**Run 1: the metal 3 layer**

Cells faint in the background.
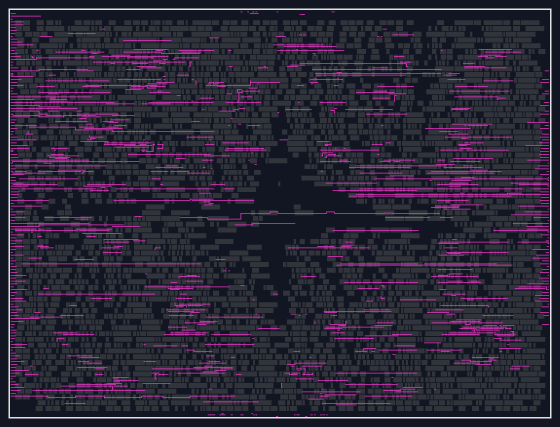
**Run 1: gate-type map**

Bar = 100 um.
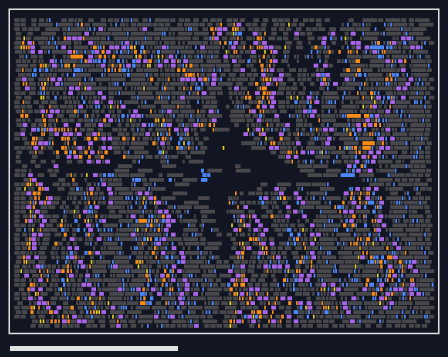
**Run 1: cell sizes after repair**

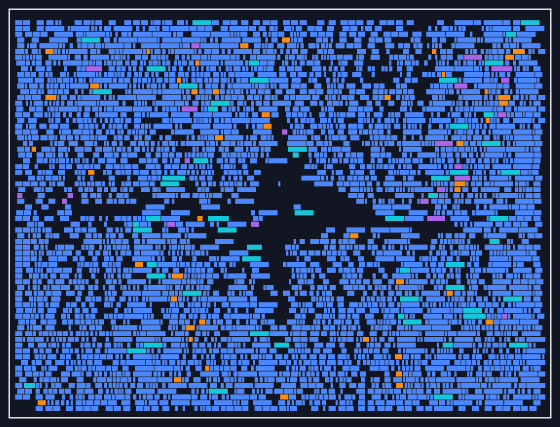
==> config.mk <==
export PLATFORM = sky130hd
export DESIGN_NAME = modaddsub_vec
export DESIGN_NICKNAME = d
export VERILOG_FILES = /design/src/rtl/modaddsub_vec_pkg.sv /design/src/rtl/modaddsub_lane.sv /design/src/rtl/modaddsub_vec.sv
export SDC_FILE = /design/constraint.sdc
export NUM_CORES = 1
export LEC_CHECK = 0
export CAP_MARGIN = 30
export CORE_ASPECT_RATIO = 0.75
export CORE_MARGIN = 2
export CORE_UTILIZATION = 59
export DETAILED_ROUTE_END_ITERATION = 12
export PLACE_DENSITY = 0.92
export SLEW_MARGIN = 20
export SYNTH_ARGS = -nofsm -noshare
export SYNTH_HDL_FRONTEND = slang
export SYNTH_SLANG_ARGS = --single-unit
==> constraint.sdc <==
create_clock -name clk -period 8.78 [get_ports clk]
set_clock_uncertainty 0.2 [all_clocks]
set_input_delay 1.756 -clock clk [delete_from_list [all_inputs] [get_ports clk]]
set_output_delay 1.756 -clock clk [all_outputs]
set_load 0.03 [all_outputs]
==> results.json, run 1 <==
{
  "powerClk_w": 0.00152,
  "seq_power_share": 0.340,
  "clk_latency_ns": 0.55,
  "cp.required_ns": 9.00,
  "clkPwrFrac": 0.202,
  "powerDensity_nw_per_um2": 220,
  "drive_above_1_share": 0.0320,
  "clk_path_buf_depth": 3,
  "period_minus_slack_ns": 6.69,
  "cp_max_fo": 6,
  "powerComb_w": 0.00342,
  "worst_setup_path_start_kind": "input port",
  "syn-num-nets": 4040,
  "grt_start_max_net_pins": 233,
  "crit_family": "simple AND/OR/NAND/NOR gates",
  "gp_congestion": 1.03,
  "hold_path.class": "reg -> reg",
  "synth_cell_types": 96,
  "hold_violations": 0,
  "arrival_ns": 6.91,
  "fillers": 3541,
  "outcome": "completed",
  "synth_flops": 319,
  "crit_slowest_cell": "a2111oi_0",
  "grt_pass1_vias": 25700,
  "cts_sinks": 319,
  "end_kind": "flip-flop",
  "synthArstFlopShare": 1.00,
  "max_freq_mhz": 150,
  "ys_seq_frac": 0.286,
  "drtIter0Drc": 2567,
  "routedWlPerCell_um": 19.1,
  "slew_viol_final": 0,
  "grt_use_total": 0.348,
  "rsz0062_at_grt": "false",
  "die_area_sq_um": 49000,
  "critPathKind": "in -> reg",
  "cts_setup_buffers": 0
}
-- 'the metal 3 layer' (at the start) --
share of all routed wire: 8.8%
wire length on this layer: 7700 um
via count: 27900
Routed WL: 87.2 mm
grt met3 use: 0.0607

-- 'gate-type map' (at the start) --
legend:
  yellow:
    family: inverters
    cells: 93
    most_used: inv_1
    where: spread over the die
  orange:
    family: NOR gates
    cells: 464
    most_used: nor2_1
    where: spread over the die
  blue:
    family: NAND gates
    cells: 645
    most_used: nand2_1
    where: spread over the die
  purple:
    family: XOR/XNOR gates
    cells: 434
    most_used: xor2_1
    where: spread over the die
Non-Filler Instances: 4556
combinational share of cell area: 0.554
highest-count logic cell in the final layout: nand2_1

-- 'cell sizes after repair' (at the start) --
legend:
  purple:
    size: _3 and _4 cells
    cells: 22
    most_used: buf_4
  cyan:
    size: _6 and larger
    cells: 57
    most_used: clkbuf_16
  blue:
    size: _0 and _1 cells
    cells: 3786
    most_used: nand2_1
  orange:
    size: _2 cells
    cells: 46
    most_used: mux2_2
Finished Cell Area: 34100 sq um
P&R area growth vs syn: 22.3%
Buffers excl. clock: 483
final setup margin: 2.09 ns

## run 1: metal layers
metal	vias to the layer above	part of all wire	global-route usage	wire length, um
li1	13400	-	-	-
met1	13000	0.44	0.491	38400
met2	1293	0.44	0.538	38000
met3	184	0.088	0.0607	7700
met4	12	0.034	0.125	2960
met5	-	0.00092	0	80
## run 1: cells by family (layout without fill, tap and decap cells)
family,after synthesis,in the layout,synth area share
muxes,15,15,0.00588
AOI/OAI and AO/OA,1063,1063,0.233
xor gates and xnor gates,434,434,0.136
other,1,16,0.000134
adders and majority gates,185,185,0.0841
DFF,319,319,0.286
and+or+nand+nor,1256,1256,0.217
buffers and inverters,265,638,0.0374
## run 1: final cells by class
class | count | area share
multi-input combinational | 2954 | 0.554
sequential | 319 | 0.234
timing repair buffer | 483 | 0.143
clock buffer | 53 | 0.0315
tap | 630 | 0.0231
inverter | 93 | 0.0102
clock inverter | 9 | 0.00319
antenna | 15 | 0.00110
## run 1: cells in the mapped netlist, types with 16 or more instances
| master | n |
|---|---|
| clkbuf_1 | 152 |
| and4_1 | 16 |
| o21bai_1 | 36 |
| or4_1 | 18 |
| and2_1 | 18 |
| nor2b_1 | 32 |
| nand4_1 | 37 |
| and3_1 | 47 |
| nor3_1 | 97 |
| a31oi_1 | 51 |
| o21ai_0 | 380 |
| a21o_1 | 100 |
| nor4_1 | 52 |
| nor2_1 | 261 |
| ha_1 | 181 |
| or3_1 | 28 |
| a211oi_1 | 22 |
| o21a_1 | 26 |
| xnor2_1 | 178 |
| nand2b_1 | 26 |
| xor2_1 | 256 |
| dfrtp_1 | 319 |
| o21ai_1 | 33 |
| inv_1 | 93 |
| o31ai_1 | 30 |
| a21oi_1 | 245 |
| nand2_1 | 485 |
| nand3_1 | 78 |
==> run 2, diff against run 1 <==
Settings changed: CORE_UTILIZATION 59 to 50, PLACE_DENSITY 0.92 to 0.83.
Clock period 8.78 ns to 6 ns, I/O delays scaled along.
**Run 2: routing congestion**

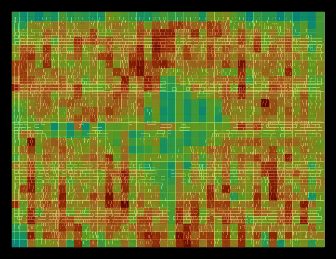
most used routing layer: met1
drt wl/cell: 18.6 um
M1 GR Usage: 0.446
met2 Track Usage GR: 0.433

==> run 2 against run 1 <==
Compared with the run above:
- power increased by 48%
- sequential share of layout area is 0.46 points lower
- clock power is 52% higher
- utilization shrank 10 points
- register-to-register slack got worse by 2.7 ns
- design area grew 2.0%
- largest cell class unchanged
==> results.json, run 2 <==
{
  "crit_chain": "clkdlybuf4s50_1, nor4_1, nor3b_1, and3_1, and3_1, and2_1, nand2_1, nor2_1, nor2_1, xor2_1, ha_1, a21o_1, a21o_1, a21oi_1, o21ai_0, a21o_1, a2111oi_0, o41a_1, nor3_1, o31a_1",
  "grt_start_max_net_pins": 157,
  "grt_pass1_wl_mm": 138,
  "max_freq_mhz": 182,
  "clk_path_buf_depth": 3,
  "cts_buffers": 36,
  "gp_congestion": 0.973,
  "powerDensity_nw_per_um2": 319,
  "cp.depth": 20,
  "num-nets-final": 4461,
  "cts-root-buf": "clkbuf_16",
  "final_cells": 4719,
  "period_minus_slack_ns": 5.50,
  "finalSetupTns_ns": 0,
  "worstMarginPinSlew_ns": 1.02,
  "synth.area.top_cells": "dfrtp_1 (29%), ha_1 (8.1%), xor2_1 (8.0%), o21ai_0 (6.8%), nand2_1 (6.5%)",
  "drive_above_1_share": 0.0507,
  "use_met3": 0.0428,
  "antenna_found_initial": 14,
  "synth_cell_types": 96,
  "ys_seq_frac": 0.286,
  "drtIter0Drc": 2659,
  "p_sw_frac": 0.426,
  "worst_setup_path_start_kind": "input port",
  "dpl.hpwl_mm": 70.1,
  "regToRegSetupSlack_ns": 2.07,
  "critPathKind": "in -> reg",
  "cts_sinks": 319,
  "top_cell": "nand2_1",
  "cts_setup_buffers": 0,
  "slowest_delay_ns": 0.48,
  "slew_viol_final": 0,
  "path_buffers": 1,
  "cp_max_fo": 5,
  "layout_top_cell": "nand2_1",
  "clkPwrFrac": 0.208,
  "grt_pass1_vias": 25200,
  "ys_cells": 3538,
  "cp.required_ns": 6.23,
  "seq_power_share": 0.337,
  "common_cells": "nand2_1 (485), o21ai_0 (380), dfrtp_1 (319)",
  "clk_latency_ns": 0.54,
  "num_vias": 27800,
  "drc": 0,
  "hold_path.class": "reg -> reg",
  "crit_family": "simple AND/OR/NAND/NOR gates",
  "power_switching_w": 0.00473,
  "dp.cells": 4642,
  "ant_nets": 0,
  "crit_slowest_cell": "a2111oi_0",
  "hold_buffers": 0,
  "hold_violations": 0,
  "rows": 74,
  "synthArstFlopShare": 1.00,
  "synth_flops": 319,
  "h-tree-depth": 2,
  "rsz0062_at_grt": "false",
  "fp_util": 0.509,
  "io_pins": 476,
  "grt_use_total": 0.295,
  "syn-num-nets": 4040,
  "ff_type": "dfrtp_1",
  "arrival_ns": 5.73,
  "io_buffer_count": 474,
  "end_kind": "flip-flop",
  "drt_wl_total_mm": 87.6,
  "outcome": "completed",
  "reg2reg_depth": 10,
  "die_area_sq_um": 57700,
  "fillers": 4728
}
**Run 2: cell sizes after repair**

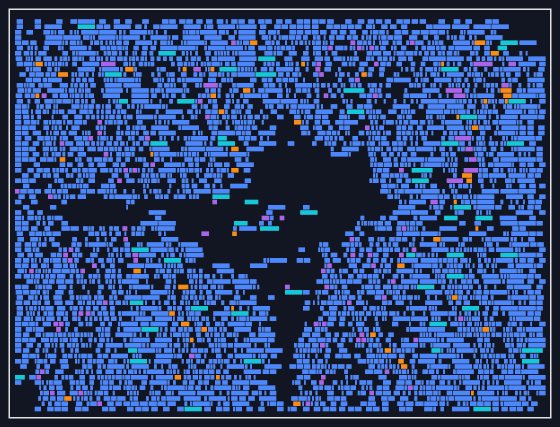
legend:
  orange:
    size: _2 cells
    cells: 51
    most_used: mux2_2
  cyan:
    size: _6 and larger
    cells: 53
    most_used: clkbuf_16
  purple:
    size: _3 and _4 cells
    cells: 98
    most_used: buf_4
  blue:
    size: _0 and _1 cells
    cells: 3783
    most_used: nand2_1
final setup margin: 0.498 ns
P&R area growth vs syn: 24.8%
Finished Cell Area: 34800 sq um
Buffers excl. clock: 555

## run 2: power by group through the flow
stage | clock network [W] | registers, W | logic, W
floorplan | 0 | 0.00408 | 0.00267
global placement | 0 | 0.00371 | 0.00494
detailed placement | 0 | 0.00374 | 0.00500
CTS | 0.00235 | 0.00371 | 0.00503
global route | 0.00243 | 0.00385 | 0.00550
finish | 0.00231 | 0.00374 | 0.00506
## run 2: kinds of logic (layout without fill, tap and decap cells)
logic type,after synthesis,after routing,share of synthesized area
mux,15,15,0.00588
fa+ha+maj,185,185,0.0841
other cells,1,13,0.000134
compound gates,1063,1063,0.233
flops,319,319,0.286
simple gates,1256,1256,0.217
buf+inv,265,712,0.0374
xor+xnor,434,434,0.136
## run 2: layout make-up
| cell class | count | area (sq um) | share of cell area |
|---|---|---|---|
| multi-input cells | 2954 | 18900 | 0.543 |
| diodes | 12 | 30.0 | 0.000863 |
| repair buffers | 555 | 5430 | 0.156 |
| clock buffers | 47 | 1020 | 0.0294 |
| well taps | 722 | 903 | 0.0260 |
| clock inverters | 17 | 200 | 0.00575 |
| flip-flops and latches | 319 | 7980 | 0.229 |
| inverters | 93 | 349 | 0.0100 |
## run 2: metrics by stage
step,cell area (sq um),setup WS [ns],hold slack [ns]
after global routing,34800,0.116,0.302
after global placement,33500,0.0165,0.260
final,34800,0.498,0.274
after CTS,34700,0.580,0.281
after detailed placement,33500,0.0195,0.269
after floorplan,27900,0.678,0.250
## run 2: per-layer routing
layer	vias to the layer above	part of all wire
met4	2	0.023
met1	13000	0.47
met3	139	0.077
met2	1151	0.43
li1	13500	-
met5	-	0.00015
Power is estimated from default activity; no workload was simulated.
